**Run 1: clock network drawn from the DEF**

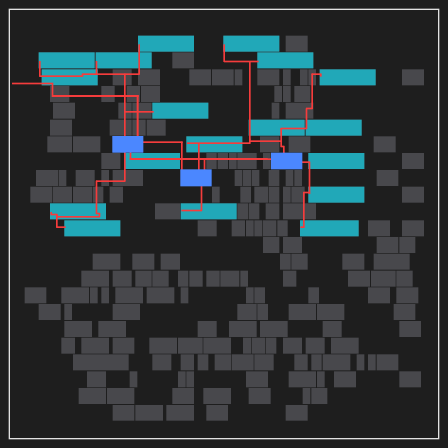
**Run 1: cells by drive strength**

Bar = 20 um.
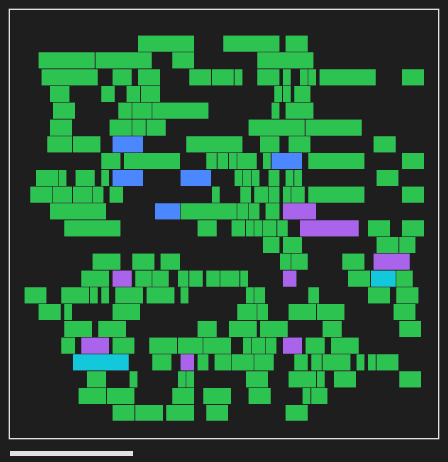
**Run 1: sequential cells coloured by netlist name**

Bar = 20 um. Other sequential cells in the stronger grey, the rest of the logic in the fainter grey.
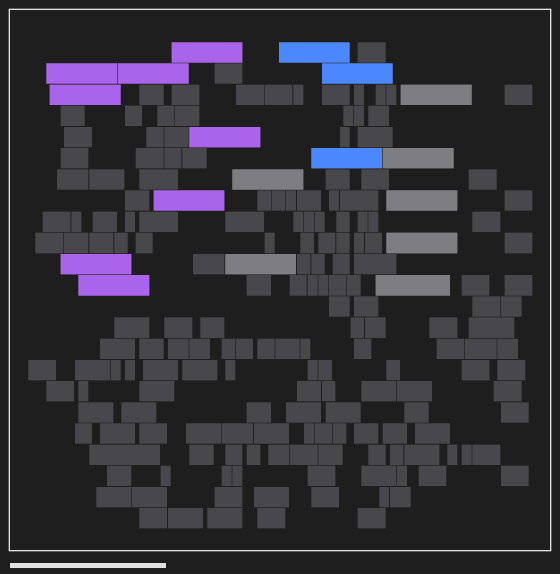
**Run 1: wire density map**

The die is cut into 14 by 14 equal tiles; dark blue is low, red is high, scaled to the fullest tile. Values are wire area over tile area, all layers added.
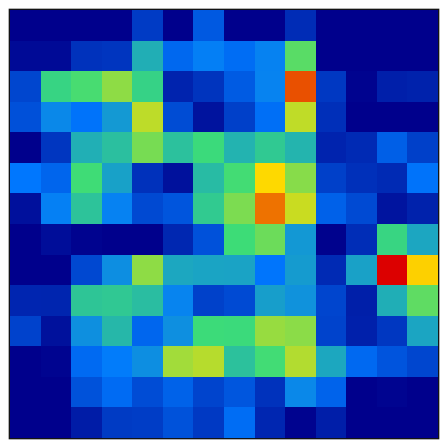
`config.mk`:
```
export PLATFORM = sky130hd
export DESIGN_NAME = car_cruise_ctrl
export DESIGN_NICKNAME = d
export VERILOG_FILES = /design/src/rtl/car_cruise_ctrl.sv
export SDC_FILE = /design/constraint.sdc
export NUM_CORES = 1
export LEC_CHECK = 0
export ABC_AREA = 0
export ABC_CLOCK_PERIOD_IN_PS = 3200
export CORE_MARGIN = 2
export CORE_UTILIZATION = 33
export DETAILED_ROUTE_END_ITERATION = 16
export GPL_TIMING_DRIVEN = 0
export PLACE_DENSITY_LB_ADDON = 0.08
export SYNTH_ARGS = -nofsm -noshare
export SYNTH_HDL_FRONTEND = slang
export SYNTH_SLANG_ARGS = --single-unit
```
`constraint.sdc`:
```
create_clock -name clk -period 3.2 [get_ports clk]
set_input_delay 0.96 -clock clk [delete_from_list [all_inputs] [get_ports clk]]
set_output_delay 0.96 -clock clk [all_outputs]
set_load 0.005 [all_outputs]
```
`src/rtl/car_cruise_ctrl.sv`:
```
//------------------------------------------------------------------------------
// car_cruise_ctrl
// Adaptive cruise / stop-and-go controller: a five-state Moore FSM with speed
// hysteresis, a door-unlock dwell timer and a saturating emergency-brake count.
// Revision: 1.0
//------------------------------------------------------------------------------
`default_nettype none

module car_cruise_ctrl #(
  parameter int SPD_W      = 8,
  parameter int DIST_W     = 8,
  parameter int MIN_DIST   = 40,
  parameter int BRAKE_DIST = 15,
  parameter int HYST       = 5,
  parameter int DOOR_DLY   = 4,
  parameter int CNT_W      = 8
) (
  input  logic              clk,
  input  logic              rst,
  input  logic              enable,
  input  logic [SPD_W-1:0]  speed_limit,
  input  logic [SPD_W-1:0]  car_speed,
  input  logic [DIST_W-1:0] leading_distance,
  output logic              unlock_door,
  output logic              accelerate_car,
  output logic              brake_car,
  output logic              emergency,
  output logic [2:0]        state,
  output logic [CNT_W-1:0]  ebrake_count
);

  localparam int SC_W = (DOOR_DLY < 1) ? 1 : $clog2(DOOR_DLY + 1);

  localparam logic [DIST_W-1:0] c_MIN_DIST   = DIST_W'(MIN_DIST);
  localparam logic [DIST_W-1:0] c_BRAKE_DIST = DIST_W'(BRAKE_DIST);
  localparam logic [SPD_W:0]    c_HYST       = (SPD_W + 1)'(HYST);
  localparam logic [SC_W-1:0]   c_DOOR_DLY   = SC_W'(DOOR_DLY);

  typedef enum logic [2:0] {
    ST_STOP   = 3'b000,
    ST_ACCEL  = 3'b001,
    ST_CRUISE = 3'b010,
    ST_DECEL  = 3'b011,
    ST_EBRAKE = 3'b100
  } state_t;

  state_t          r_state;
  state_t          w_next;
  logic [SC_W-1:0] r_stop_cnt;
  logic [SC_W-1:0] w_stop_cnt_nxt;

  logic w_near, w_danger, w_over, w_low, w_stopped;

  // The hysteresis sum is one bit wider so a limit near full scale cannot wrap.
  assign w_near    = leading_distance < c_MIN_DIST;
  assign w_stopped = car_speed == '0;
  assign w_danger  = (leading_distance < c_BRAKE_DIST) && !w_stopped;
  assign w_over    = car_speed > speed_limit;
  assign w_low     = ({1'b0, car_speed} + c_HYST) < {1'b0, speed_limit};

  always_comb begin
    w_next = r_state;
    case (r_state)
      ST_STOP: begin
        if (enable && !w_near) w_next = ST_ACCEL;
      end
      ST_ACCEL: begin
        if (w_danger)                        w_next = ST_EBRAKE;
        else if (!enable || w_near || w_over) w_next = ST_DECEL;
        else if (!w_low)                     w_next = ST_CRUISE;
      end
      ST_CRUISE: begin
        if (w_danger)                        w_next = ST_EBRAKE;
        else if (!enable || w_near || w_over) w_next = ST_DECEL;
        else if (w_low)                      w_next = ST_ACCEL;
      end
      ST_DECEL: begin
        if (w_danger)                           w_next = ST_EBRAKE;
        else if (w_stopped)                     w_next = ST_STOP;
        else if (enable && !w_near && w_low)    w_next = ST_ACCEL;
        else if (enable && !w_near && !w_over)  w_next = ST_CRUISE;
      end
      ST_EBRAKE: begin
        if (w_stopped) w_next = ST_STOP;
      end
      default: w_next = ST_STOP;
    endcase
  end

  // Dwell timer restarts on entry to STOP and holds once the delay is reached.
  always_comb begin
    w_stop_cnt_nxt = '0;
    if (w_next == ST_STOP && r_state == ST_STOP) begin
      w_stop_cnt_nxt = (r_stop_cnt < c_DOOR_DLY) ? r_stop_cnt + 1'b1 : r_stop_cnt;
    end
  end

  always_ff @(posedge clk or posedge rst) begin
    if (rst) begin
      r_state        <= ST_STOP;
      r_stop_cnt     <= '0;
      ebrake_count   <= '0;
      unlock_door    <= 1'b0;
      accelerate_car <= 1'b0;
      brake_car      <= 1'b1;
      emergency      <= 1'b0;
    end else begin
      r_state        <= w_next;
      r_stop_cnt     <= w_stop_cnt_nxt;
      if (w_next == ST_EBRAKE && r_state != ST_EBRAKE && ebrake_count != '1) begin
        ebrake_count <= ebrake_count + 1'b1;
      end
      // Outputs are decoded from the next state so they track the state register.
      unlock_door    <= (w_next == ST_STOP) && (w_stop_cnt_nxt == c_DOOR_DLY);
      accelerate_car <= (w_next == ST_ACCEL);
      brake_car      <= (w_next == ST_STOP) || (w_next == ST_DECEL) || (w_next == ST_EBRAKE);
      emergency      <= (w_next == ST_EBRAKE);
    end
  end

  assign state = r_state;

endmodule

`default_nettype wire

```
==> results.sh, run 1 <==
# physical design summary
export IMPL_pg_comb_mw=0.306
export IMPL_worst_slew_pin_transition_ns=0.879
export IMPL_synthesis_instances=150
export IMPL_grt_pass1_wl_mm=5.44
export IMPL_outcome="finished clean"
export IMPL_grt_start_max_net_pins=19
export IMPL_rsz0062_at_grt="false"
export IMPL_mux_share=0.0151
export IMPL_synth_area_per_cell_sq_um=9.40
export IMPL_timing_rr_end="ebrake_count[1]"
export IMPL_peakVddDrop_uv=314
export IMPL_p_total_mw=0.807
export IMPL_p_sw_frac=0.312
export IMPL_detail_route_wirelength_mm=3.06
export IMPL_worst_r2r_startpoint="state[1]"
export IMPL_cts_tree="built"
export IMPL_path_clk_slew_ns=0.07
export IMPL_drv_slew=0
export IMPL_grt_antenna_before_repair=0
export IMPL_io_buffers=41
export IMPL_detailedRoute_firstIterationViolations=52
export IMPL_gr_overflow_total=0
export IMPL_cells_along_the_critical_path="clkdlybuf4s50_1, o2111a_1, xor2_1, ha_1, o21a_1, o21ai_0, a31oi_1, or2_2, a221oi_2"
export IMPL_layout_filler_cells=375
export IMPL_place_detailed_instances=241
export IMPL_length_in_cells_of_the_worst_reg_to_reg_path=5
export IMPL_fmaxAchievable_ghz=0.333
export IMPL_floorplan_die_height_um=69.4
export IMPL_cts_root_buffer_cell="sky130_fd_sc_hd__clkbuf_8"
export IMPL_log_warnings=28
export IMPL_async_flop_share=1.00
export IMPL_cellLeakagePower_nw=0.915
export IMPL_top_power_group="sequential cells"
export IMPL_post_synth_edffs=0
export IMPL_row_count=23
export IMPL_synth_xor_area_share=0.0932
export IMPL_number_of_resized_instances_in_the_post_cts_repair_step=3
export IMPL_yosysMostFrequentCell="sky130_fd_sc_hd__ha_1"
export IMPL_powerDensity_nw_per_um2=407
export IMPL_antennaDiodeCount=0
export IMPL_worst_path_buf_inv=1
export IMPL_number_of_unique_standard_cell_types_used_by_synthesis=40
export IMPL_fin_tns_setup_ns=0
export IMPL_avgViaCountPerCell=5.11
export IMPL_maxSlewHeadroom=0.409
export IMPL_placedInstanceArea_sq_um=1880
export IMPL_yosys_synthesis_warning_count=0
export IMPL_cts_root_to_sink_buffers=2
export IMPL_clock_period_minus_final_worst_setup_slack_ns=3.00
export IMPL_tritoncts_buffers=3
export IMPL_core_area_sq_um=4060
export IMPL_nets=243
export IMPL_worst_path_dominant_cell_family="AND-OR/OR-AND gates"
export IMPL_critPathCaptureType="register"
export IMPL_topCellsByArea="sky130_fd_sc_hd__dfrtp_1 30%, sky130_fd_sc_hd__ha_1 18%, sky130_fd_sc_hd__xnor2_1 6.8%"
export IMPL_cts_hold_fix_buffers=0
export IMPL_routed_via_count=1253
export IMPL_worst_r2r_setup_slack_ns=1.60
export IMPL_area_fraction_in_and_or_nand_and_nor_cells_after_synthesis=0.211
export IMPL_die_x_um=69.4
export IMPL_final_hold_viol_count=0
export IMPL_syn_area_sq_um=1410
export IMPL_min_path_type="register to register"
export IMPL_worst_hold_slack_ns=0.505
export IMPL_synth_yosys_chip_area_sq_um=1410
export IMPL_worst_setup_path_start_kind="input pin"
export IMPL_gp_routability_congestion=0.896
export IMPL_cp_slowest_cell="sky130_fd_sc_hd__clkdlybuf4s50_1"
export IMPL_p_switching_mw=0.252
export IMPL_fp_util=0.348
export IMPL_finished_core_util=0.488
export IMPL_worstSetupStartpoint="car_speed[5]"
export IMPL_critPathArrivalTime_ns=3.16
export IMPL_comb_area_sq_um=940
export IMPL_power_internal_mw=0.555
export IMPL_clock_sink_total=18
export IMPL_skew_ns=0.00152
export IMPL_finalCritPeriodShare=0.939
Back to the opening pictures, 'clock network drawn from the DEF':
- red: clock wires (length 235 um)
- cyan: flip-flops (count 18)
- blue: clock-net drivers (count 3)
- routed clock nets: 4
clock network power consumption: 0.182 mW
clock network fraction of total power: 0.226
clock network latency to the later pin of the worst-skew pair: 0.25 ns

Back to the opening pictures, 'cells by drive strength':
- blue: x6 and larger (cells 5; share 2.6%)
- purple: x2 (cells 8; share 4.1%)
- green: x1 and smaller (cells 180; share 92%)
- cyan: x3 and x4 (cells 2; share 1.0%)
Worst Setup Slack, final: 0.195 ns
Synth-to-Final Area Change: 40.5%
Design Area, Final: 1980 sq um

Back to the opening pictures, 'sequential cells coloured by netlist name':
- blue: r_stop_cnt (flops 3)
- purple: ebrake_count (flops 8; where upper left)
power in sequential cells: 0.318 mW
Sequential cell area: 452 sq um
sequential cell area share: 0.228

Back to the opening pictures, 'wire density map':
- mean over tiles: 0.10
- nearly empty tiles: 20%
- fullest tile: 0.43
- tiles over half the peak: 13%
WL/cell: 12.5 um
overall fraction of global-route tracks in use: 0.135

[run 1: metal layers]
layer | GRT usage | share of wire | vias up
met4 | 0.0196 | 0.0023 | 0
met5 | 0 | 0 | -
met3 | 0.0407 | 0.058 | 2
met2 | 0.233 | 0.45 | 36
li1 | - | - | 642
met1 | 0.169 | 0.49 | 573
[run 1: layout by cell type, fill, tap and decap left out, types with 2 or more instances in the layout]
master and n:
sky130_fd_sc_hd__nand4_1 4, sky130_fd_sc_hd__a21oi_1 5, sky130_fd_sc_hd__nor2_1 12, sky130_fd_sc_hd__dfrtp_1 17, sky130_fd_sc_hd__nand2_1 12, sky130_fd_sc_hd__and3_1 2, sky130_fd_sc_hd__o21ai_0 3, sky130_fd_sc_hd__a31oi_1 4
sky130_fd_sc_hd__a211oi_1 2, sky130_fd_sc_hd__dlymetal6s2s_1 5, sky130_fd_sc_hd__nor3b_1 2, sky130_fd_sc_hd__o21a_1 2, sky130_fd_sc_hd__inv_1 10, sky130_fd_sc_hd__clkbuf_8 4, sky130_fd_sc_hd__a2bb2oi_1 2, sky130_fd_sc_hd__xor2_1 4
sky130_fd_sc_hd__ha_1 19, sky130_fd_sc_hd__nor3_1 3, sky130_fd_sc_hd__clkdlybuf4s50_1 36, sky130_fd_sc_hd__xnor2_1 11, sky130_fd_sc_hd__and4_1 5, sky130_fd_sc_hd__nand3_1 6
[run 1: final cells by class]
cell class / count / share of cell area
buffer: 1 / 0.00569
tap: 50 / 0.0316
multi-input combinational: 121 / 0.474
timing repair buffer: 41 / 0.214
sequential: 18 / 0.228
clock buffer: 4 / 0.0278
inverter: 10 / 0.0190
[run 1: flip-flops by register name, summed over array words and instances, names as in the netlist]
name / count
state: 3
ebrake_count: 8
emergency: 1
accelerate_car: 1
brake_car: 1
unlock_door: 1
r_stop_cnt: 3
**Run 1: placed standard cells**

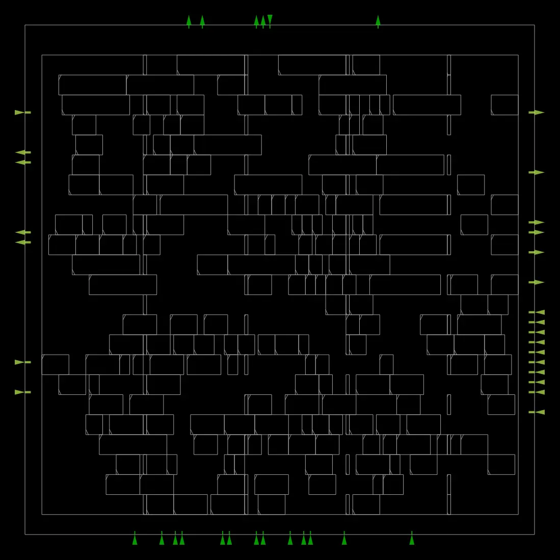

--- run 2 (diff from run 1) ---
- MAX_ROUTING_LAYER: unset -> met4
- SETUP_SLACK_MARGIN: unset -> 0.1
**Run 2: placed standard cells**

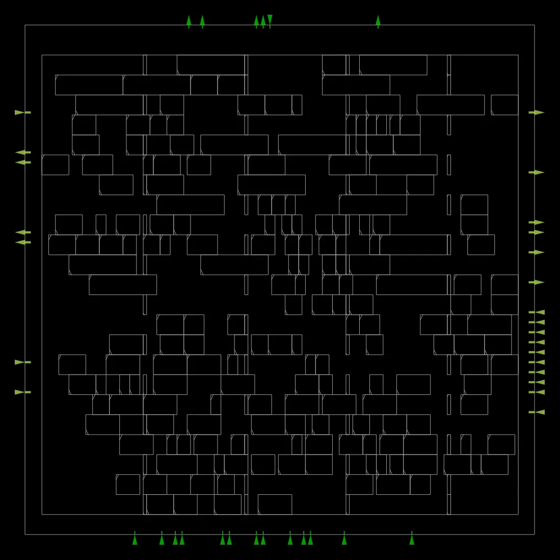
sequential cells: 18
Fillers: 399
Non-Filler Instances: 245
sequential cell area share: 0.233

**Run 2: sequential cells coloured by netlist name**

Bar = 20 um. Other sequential cells in the stronger grey, the rest of the logic in the fainter grey.
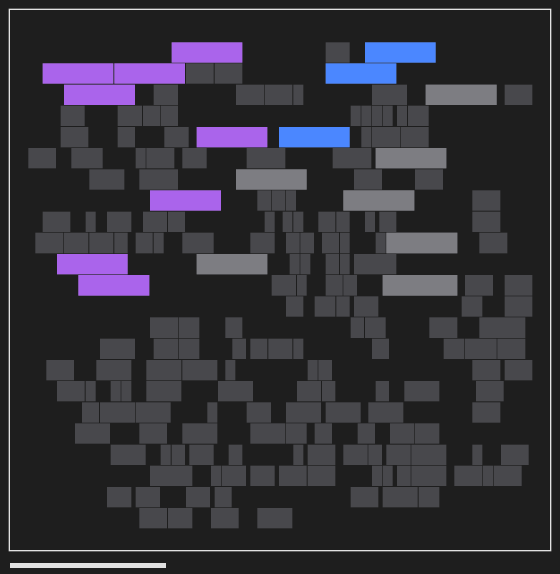
- blue: r_stop_cnt (flops 3)
- purple: ebrake_count (flops 8; where upper left)
- not coloured: 7
Finished Core Util: 0.479
power in sequential cells: 0.319 mW

==> results.sh, run 2 <==
# physical design summary
export IMPL_log_warnings=28
export IMPL_post_synth_edffs=0
export IMPL_floorplan_die_height_um=69.4
export IMPL_number_of_resized_instances_in_the_post_cts_repair_step=9
export IMPL_cells_along_the_critical_path="dlygate4sd2_1, ha_2, o2111a_2, xor2_1, ha_1, o21a_1, o21ai_1, a31oi_1, or2_2, a221oi_2"
export IMPL_track_usage=0.145
export IMPL_die_x_um=69.4
export IMPL_yosysTopAreaCell="sky130_fd_sc_hd__dfrtp_1"
export IMPL_synth_top_cells_by_count="20 x sky130_fd_sc_hd__ha_1, 17 x sky130_fd_sc_hd__dfrtp_1, 13 x sky130_fd_sc_hd__nor2_1"
export IMPL_top_register="ebrake_count"
export IMPL_synth_area_per_cell_sq_um=9.40
export IMPL_m1WireLength_mm=1.55
export IMPL_final_layout_size_suffix_gt1_frac=0.0718
export IMPL_yosysMostFrequentCell="sky130_fd_sc_hd__ha_1"
export IMPL_post_dp_hpwl_mm=2.49
export IMPL_clock_sink_total=18
export IMPL_cp_required_ns=3.35
export IMPL_holdPathEnd="ebrake_count[5]"
export IMPL_drv_slew=0
export IMPL_async_flop_share=1.00
export IMPL_worst_setup_path_start_kind="input pin"
export IMPL_p_total_mw=0.782
export IMPL_fin_tns_setup_ns=0
export IMPL_layout_cells_most_common_list="35 x sky130_fd_sc_hd__clkdlybuf4s50_1, 19 x sky130_fd_sc_hd__ha_1, 17 x sky130_fd_sc_hd__dfrtp_1"
export IMPL_worst_hold_slack_ns=0.503
export IMPL_top_level_ports=42
export IMPL_grt_pass1_wl_mm=5.80
export IMPL_cts_hold_fix_buffers=0
export IMPL_detail_route_wirelength_mm=3.14
export IMPL_cp_slowest_cell="sky130_fd_sc_hd__or2_2"
export IMPL_syn_area_sq_um=1410
export IMPL_cts_root_buffer_cell="sky130_fd_sc_hd__clkbuf_8"
export IMPL_worst_r2r_startpoint="ebrake_count[0]"
export IMPL_routedWlPerCell_um=12.8
export IMPL_final_common_cell="sky130_fd_sc_hd__clkdlybuf4s50_1"
export IMPL_io_buffers=41
export IMPL_worst_r2r_setup_slack_ns=1.63
export IMPL_cellLeakagePower_nw=0.876
export IMPL_top_layer_used="met4"
export IMPL_remaining_drc_errors=0
export IMPL_synth_net_count=197
export IMPL_first_pass_iters=4
export IMPL_wl_met2_mm=1.40
export IMPL_peakVddDrop_uv=389
export IMPL_topCellsByArea="sky130_fd_sc_hd__dfrtp_1 30%, sky130_fd_sc_hd__ha_1 18%, sky130_fd_sc_hd__xnor2_1 6.8%"
export IMPL_fmaxAchievable_ghz=0.339
export IMPL_tritoncts_buffers=3
export IMPL_routed_via_count=1275
export IMPL_place_detailed_instances=241
export IMPL_finalCritPeriodShare=0.921
export IMPL_nets=243
export IMPL_path_clk_slew_ns=0.07
export IMPL_timing_rr_end="ebrake_count[1]"
export IMPL_antennaDiodeCount=0
export IMPL_cts_root_to_sink_buffers=2
export IMPL_row_count=23
export IMPL_clock_period_minus_final_worst_setup_slack_ns=2.95
export IMPL_worst_path_dominant_cell_family="AND-OR/OR-AND gates"
export IMPL_length_in_cells_of_the_worst_reg_to_reg_path=5
export IMPL_setup_viol_count_final=0
export IMPL_maxSlewHeadroom=0.414
export IMPL_cts_tree="built"
export IMPL_core_area_sq_um=4060
export IMPL_fp_util=0.348
export IMPL_avgViaCountPerCell=5.20
export IMPL_number_of_unique_standard_cell_types_used_by_synthesis=40
export IMPL_min_path_type="register to register"
export IMPL_worst_path_buf_inv=1
export IMPL_gr_overflow_total=0
export IMPL_grt_start_max_net_pins=19
export IMPL_synth_yosys_chip_area_sq_um=1410
export IMPL_largest_register_ff_count=8
export IMPL_outcome="finished clean"
export IMPL_detailedRoute_firstIterationViolations=67
export IMPL_synthesis_instances=150
export IMPL_rsz0062_at_grt="false"
export IMPL_dr_wl_met3_um=172
export IMPL_clock_insertion_delay_worst_skew_ns=0.25
export IMPL_final_hold_viol_count=0
export IMPL_critPathArrivalTime_ns=3.10
export IMPL_grt_antenna_before_repair=0
export IMPL_comb_area_sq_um=927
export IMPL_post_cts_repair_setup_buffers=0
export IMPL_powerDensity_nw_per_um2=402
export IMPL_skew_ns=0.00409
export IMPL_gp_routability_congestion=0.910
export IMPL_yosys_synthesis_warning_count=0
export IMPL_synth_seq_share=0.320
export IMPL_critPathCaptureType="register"
export IMPL_seqCellArea_sq_um=452
export IMPL_timing_critical_path_fanout_max=4
export IMPL_flow_area_growth_from_synthesis_pct=37.7
export IMPL_ant_nets=0
export IMPL_worst_slew_pin_transition_ns=0.871
## run 2: cell count changes in the layout (fill, tap and decap cells not counted), sizes merged
cell / delta
clkdlybuf4s50: -1
dlymetal6s2s: -4
dlygate4sd2: +5
## run 2: cells by family after synthesis
group,Yosys count,share of synthesized area
compound gates,29,0.148
fa+ha+maj,20,0.177
mux,2,0.0151
buf+inv,11,0.0346
simple gates,55,0.211
flops,18,0.320
xor+xnor,15,0.0932
## run 2: how the worst max path moves through the flow
stage | startpoint | to | slack, ns | cells past startpoint
6_report | car_speed[1] | accelerate_car | 0.25 | 10
2_1_floorplan | car_speed[0] | accelerate_car | 0.40 | 9
3_3_place_gp | car_speed[0] | accelerate_car | -0.31 | 10
4_1_cts | car_speed[5] | accelerate_car | 0.16 | 9
5_1_grt | car_speed[1] | accelerate_car | 0.13 | 10
3_5_place_dp | car_speed[0] | accelerate_car | -0.36 | 10
## run 2: cell type report
cell class                 count  area share
inverter                      10      0.0193
multi-input combinational    121       0.477
tap                           50      0.0322
clock buffer                   4      0.0232
timing repair buffer          41       0.209
buffer                         1     0.00580
sequential                    18       0.233
## run 2: layer usage
metal	vias up	GRT usage
li1	640	-
met1	601	0.185
met2	30	0.234
met3	4	0.0422
met4	0	0.0240
met5	-	-
## run 2: metrics by stage
| stage | setup slack (ns) | area [sq um] |
|---|---|---|
| after global placement | -0.311 | 1880 |
| after floorplan | 0.404 | 1410 |
| final | 0.253 | 1940 |
| after detailed placement | -0.360 | 1880 |
| after global routing | 0.128 | 1940 |
| after CTS | 0.163 | 1940 |
## run 2: power breakdown
part,internal [mW],total [mW],switching (mW)
logic,0.175,0.303,0.128
clock network,0.0882,0.160,0.0713
registers,0.268,0.319,0.0509
total,0.532,0.782,0.250
**Run 2: clock network drawn from the DEF**

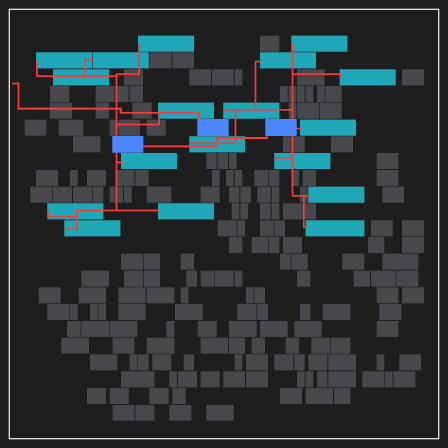

--- run 3 (diff from run 2) ---
- REMOVE_ABC_BUFFERS: unset -> 1
- SETUP_SLACK_MARGIN: 0.1 -> 0.02
**Run 3: clock network drawn from the DEF**

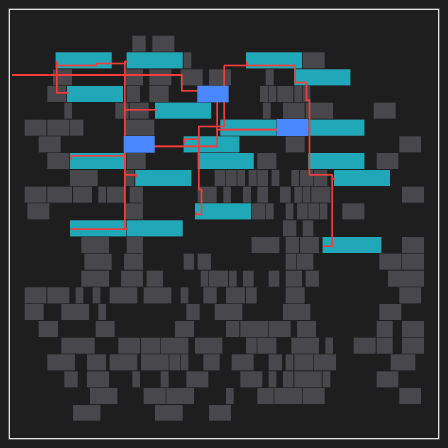
- blue: clock-net drivers (count 3)
- red: clock wires (length 227 um)
- cyan: flip-flops (count 18)
- routed clock nets: 4
Setup Skew: 0.00126 ns
clock network fraction of total power: 0.229
clock network power consumption: 0.185 mW

==> results.sh, run 3 <==
# physical design summary
export IMPL_io_buffers=41
export IMPL_cpPeakStageDelay_ns=0.57
export IMPL_timing_rr_end="ebrake_count[1]"
export IMPL_number_of_resized_instances_in_the_post_cts_repair_step=4
export IMPL_synth_yosys_chip_area_sq_um=1410
export IMPL_yosys_area_top_type_share=0.302
export IMPL_finalCritPeriodShare=0.946
export IMPL_buffer_area_frac=0.213
export IMPL_synthesis_instances=150
export IMPL_synth_xor_area_share=0.0932
export IMPL_logic_gate_count=121
export IMPL_worst_hold_slack_ns=0.492
export IMPL_cp_slowest_cell="sky130_fd_sc_hd__clkdlybuf4s50_1"
export IMPL_die_x_um=69.4
export IMPL_syn_area_sq_um=1410
export IMPL_comb_area_sq_um=925
export IMPL_critPathCaptureType="register"
export IMPL_detailedRoute_firstIterationViolations=87
export IMPL_inv_count=10
export IMPL_avgViaCountPerCell=5.20
export IMPL_row_count=23
export IMPL_area_dominant_class="combinational gates"
export IMPL_number_of_unique_standard_cell_types_used_by_synthesis=40
export IMPL_crit_type="input pin to register"
export IMPL_htreeDepth=1
export IMPL_die_area_sq_um=4810
export IMPL_peakVddDrop_uv=360
export IMPL_cts_root_buffer_cell="sky130_fd_sc_hd__clkbuf_8"
export IMPL_synth_seq_share=0.320
export IMPL_clock_sink_total=18
export IMPL_fmaxAchievable_ghz=0.330
export IMPL_topCellsByArea="sky130_fd_sc_hd__dfrtp_1 30%, sky130_fd_sc_hd__ha_1 18%, sky130_fd_sc_hd__xnor2_1 6.8%"
export IMPL_first_global_vias=1368
export IMPL_postSynthRegisterBits=18
export IMPL_combAreaFraction=0.475
export IMPL_tapCellCount=50
export IMPL_largest_register_ff_count=8
export IMPL_detail_route_wirelength_mm=3.26
export IMPL_worst_path_dominant_cell_family="AND-OR/OR-AND gates"
export IMPL_design_seq_count=18
export IMPL_worst_r2r_startpoint="state[0]"
export IMPL_area_share_clock_buf_inv=0.0283
export IMPL_cts_hold_fix_buffers=0
export IMPL_layout_cells_most_common_list="36 x sky130_fd_sc_hd__clkdlybuf4s50_1, 19 x sky130_fd_sc_hd__ha_1, 17 x sky130_fd_sc_hd__dfrtp_1"
export IMPL_cellLeakagePower_nw=0.889
export IMPL_top_level_ports=42
export IMPL_synth_cellmix_compoundShare=0.148
export IMPL_grt_pass1_wl_mm=6.01
export IMPL_layout_filler_cells=392
export IMPL_remaining_drc_errors=0
export IMPL_gr_overflow_total=0
export IMPL_hold_path_startpoint="ebrake_count[5]"
export IMPL_outcome="finished clean"
export IMPL_worst_setup_path_start_kind="input pin"
export IMPL_maxSlewHeadroom=0.490
export IMPL_flow_area_growth_from_synthesis_pct=38.1
export IMPL_grt_antenna_before_repair=0
export IMPL_grt_start_max_net_pins=19
export IMPL_synthTopLogicFamily="simple AND/OR/NAND/NOR gates"
export IMPL_holdPathEnd="ebrake_count[5]"
export IMPL_mux_share=0.0151
export IMPL_tritoncts_buffers=3
export IMPL_hold_depth=1
export IMPL_first_pass_iters=6
export IMPL_setup_viol_count_final=0
export IMPL_clock_period_minus_final_worst_setup_slack_ns=3.03
export IMPL_powerDensity_nw_per_um2=414
export IMPL_clock_insertion_delay_worst_skew_ns=0.25
export IMPL_critPathArrivalTime_ns=3.18
export IMPL_drv_slew=0
export IMPL_track_usage=0.153
export IMPL_synth_top_cells_by_count="20 x sky130_fd_sc_hd__ha_1, 17 x sky130_fd_sc_hd__dfrtp_1, 13 x sky130_fd_sc_hd__nor2_1"
export IMPL_yosysMostFrequentCell="sky130_fd_sc_hd__ha_1"
export IMPL_place_detailed_instances=240
export IMPL_gp_routability_congestion=0.946
export IMPL_routedWlPerCell_um=13.4
export IMPL_max_cap_violations=0
export IMPL_post_cts_repair_setup_buffers=0
export IMPL_ant_nets=0
export IMPL_flop_cell="sky130_fd_sc_hd__dfrtp_1"
export IMPL_worst_r2r_setup_slack_ns=1.50
export IMPL_post_synth_edffs=0
export IMPL_yosysTopAreaCell="sky130_fd_sc_hd__dfrtp_1"
export IMPL_core_area_sq_um=4060
export IMPL_cts_tree="built"
export IMPL_worst_slew_pin_transition_ns=0.758
export IMPL_antennaDiodeCount=0
export IMPL_top_register="ebrake_count"
export IMPL_seqCellArea_sq_um=452
export IMPL_final_common_cell="sky130_fd_sc_hd__clkdlybuf4s50_1"
export IMPL_cp_required_ns=3.35
export IMPL_path_clk_slew_ns=0.07
export IMPL_num_nonclk_buffers=41
export IMPL_routed_via_count=1268
export IMPL_post_dp_hpwl_mm=2.63
export IMPL_floorplan_die_height_um=69.4
export IMPL_yosys_cells=150
export IMPL_final_hold_viol_count=0
export IMPL_clock_tree_buffer_count_of_the_final_layout=4
export IMPL_async_flop_share=1.00
export IMPL_rsz0062_at_grt="false"
export IMPL_log_warnings=27
export IMPL_final_layout_size_suffix_gt1_frac=0.0722
export IMPL_fp_util=0.348
export IMPL_post_synth_fa_ha_maj_area_fraction=0.177
export IMPL_min_path_type="register to register"
export IMPL_length_in_cells_of_the_worst_reg_to_reg_path=4
export IMPL_synth_area_per_cell_sq_um=9.40
export IMPL_timing_critical_path_fanout_max=5
export IMPL_fin_cells=244
export IMPL_worst_path_buf_inv=1
export IMPL_cts_root_to_sink_buffers=2
export IMPL_cells_along_the_critical_path="clkdlybuf4s50_1, o2111a_2, xor2_1, ha_1, o21a_1, o21ai_0, a31oi_1, or2_2, a221oi_1"
export IMPL_yosys_synthesis_warning_count=0
export IMPL_nets=242
export IMPL_area_fraction_in_and_or_nand_and_nor_cells_after_synthesis=0.211
**Run 3: sequential cells coloured by netlist name**

Bar = 20 um. Other sequential cells in the stronger grey, the rest of the logic in the fainter grey.
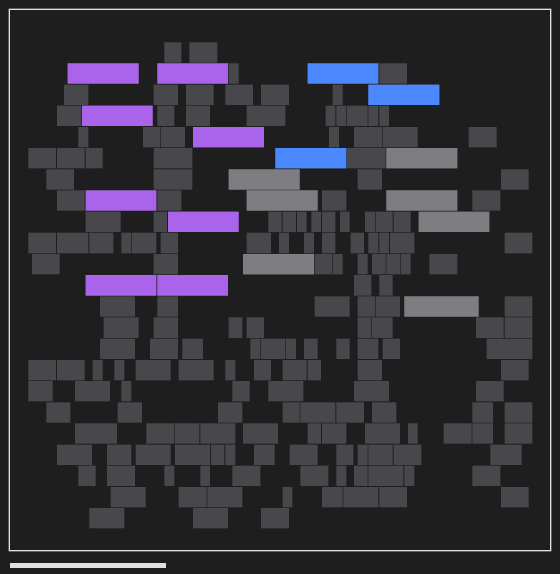
- blue: r_stop_cnt (flops 3)
- purple: ebrake_count (flops 8)
power in sequential cells: 0.322 mW
sequential cell area share: 0.232
Finished Core Util: 0.480

==> run 3: logic make-up after synthesis <==
| group | count (synthesis) |
|---|---|
| AND/OR/NAND/NOR | 55 |
| flip-flops | 18 |
| multiplexers | 2 |
| XOR/XNOR | 15 |
| adder cells (fa/ha/maj) | 20 |
| buffers and inverters | 11 |
| AND-OR/OR-AND | 29 |
==> run 3: layer usage <==
layer  GRT usage  share of wire  up-vias
li1            -              -      640
met1       0.191           0.46      592
met2       0.255           0.48       33
met3      0.0407          0.056        3
met4      0.0174         0.0025        0
met5           -              0        -
==> run 3: worst max path at each step <==
stage,start,slack [ns],depth (start not counted),endpoint
floorplan,car_speed[0],0.40,9,accelerate_car
global placement,car_speed[0],-0.31,10,accelerate_car
detailed placement,car_speed[1],-0.33,10,accelerate_car
CTS,car_speed[2],0.03,10,accelerate_car
global route,car_speed[5],0.02,9,accelerate_car
finish,car_speed[5],0.17,9,accelerate_car
==> run 3: metrics by stage <==
| stage | instance area [sq um] | setup slack (ns) | util | setup TNS (ns) | power (mW) |
|---|---|---|---|---|---|
| 2_1_floorplan | 1400 | 0.404 | - | 0 | 0.469 |
| 3_3_place_gp | 1870 | -0.312 | 0.461 | -0.398 | 0.615 |
| 3_5_place_dp | 1870 | -0.331 | 0.461 | -0.501 | 0.622 |
| 4_1_cts | 1930 | 0.0307 | 0.476 | 0 | 0.814 |
| 5_1_grt | 1950 | 0.0228 | 0.480 | 0 | 0.871 |
| 6_report | 1950 | 0.173 | 0.480 | 0 | 0.805 |
==> run 3: where the power goes <==
group / internal [mW] / switching [mW] / total [mW]
clock network: 0.109 / 0.0755 / 0.185
registers: 0.268 / 0.0539 / 0.322
logic: 0.174 / 0.124 / 0.299
total: 0.552 / 0.254 / 0.805
Power and IR drop assume default switching activity.
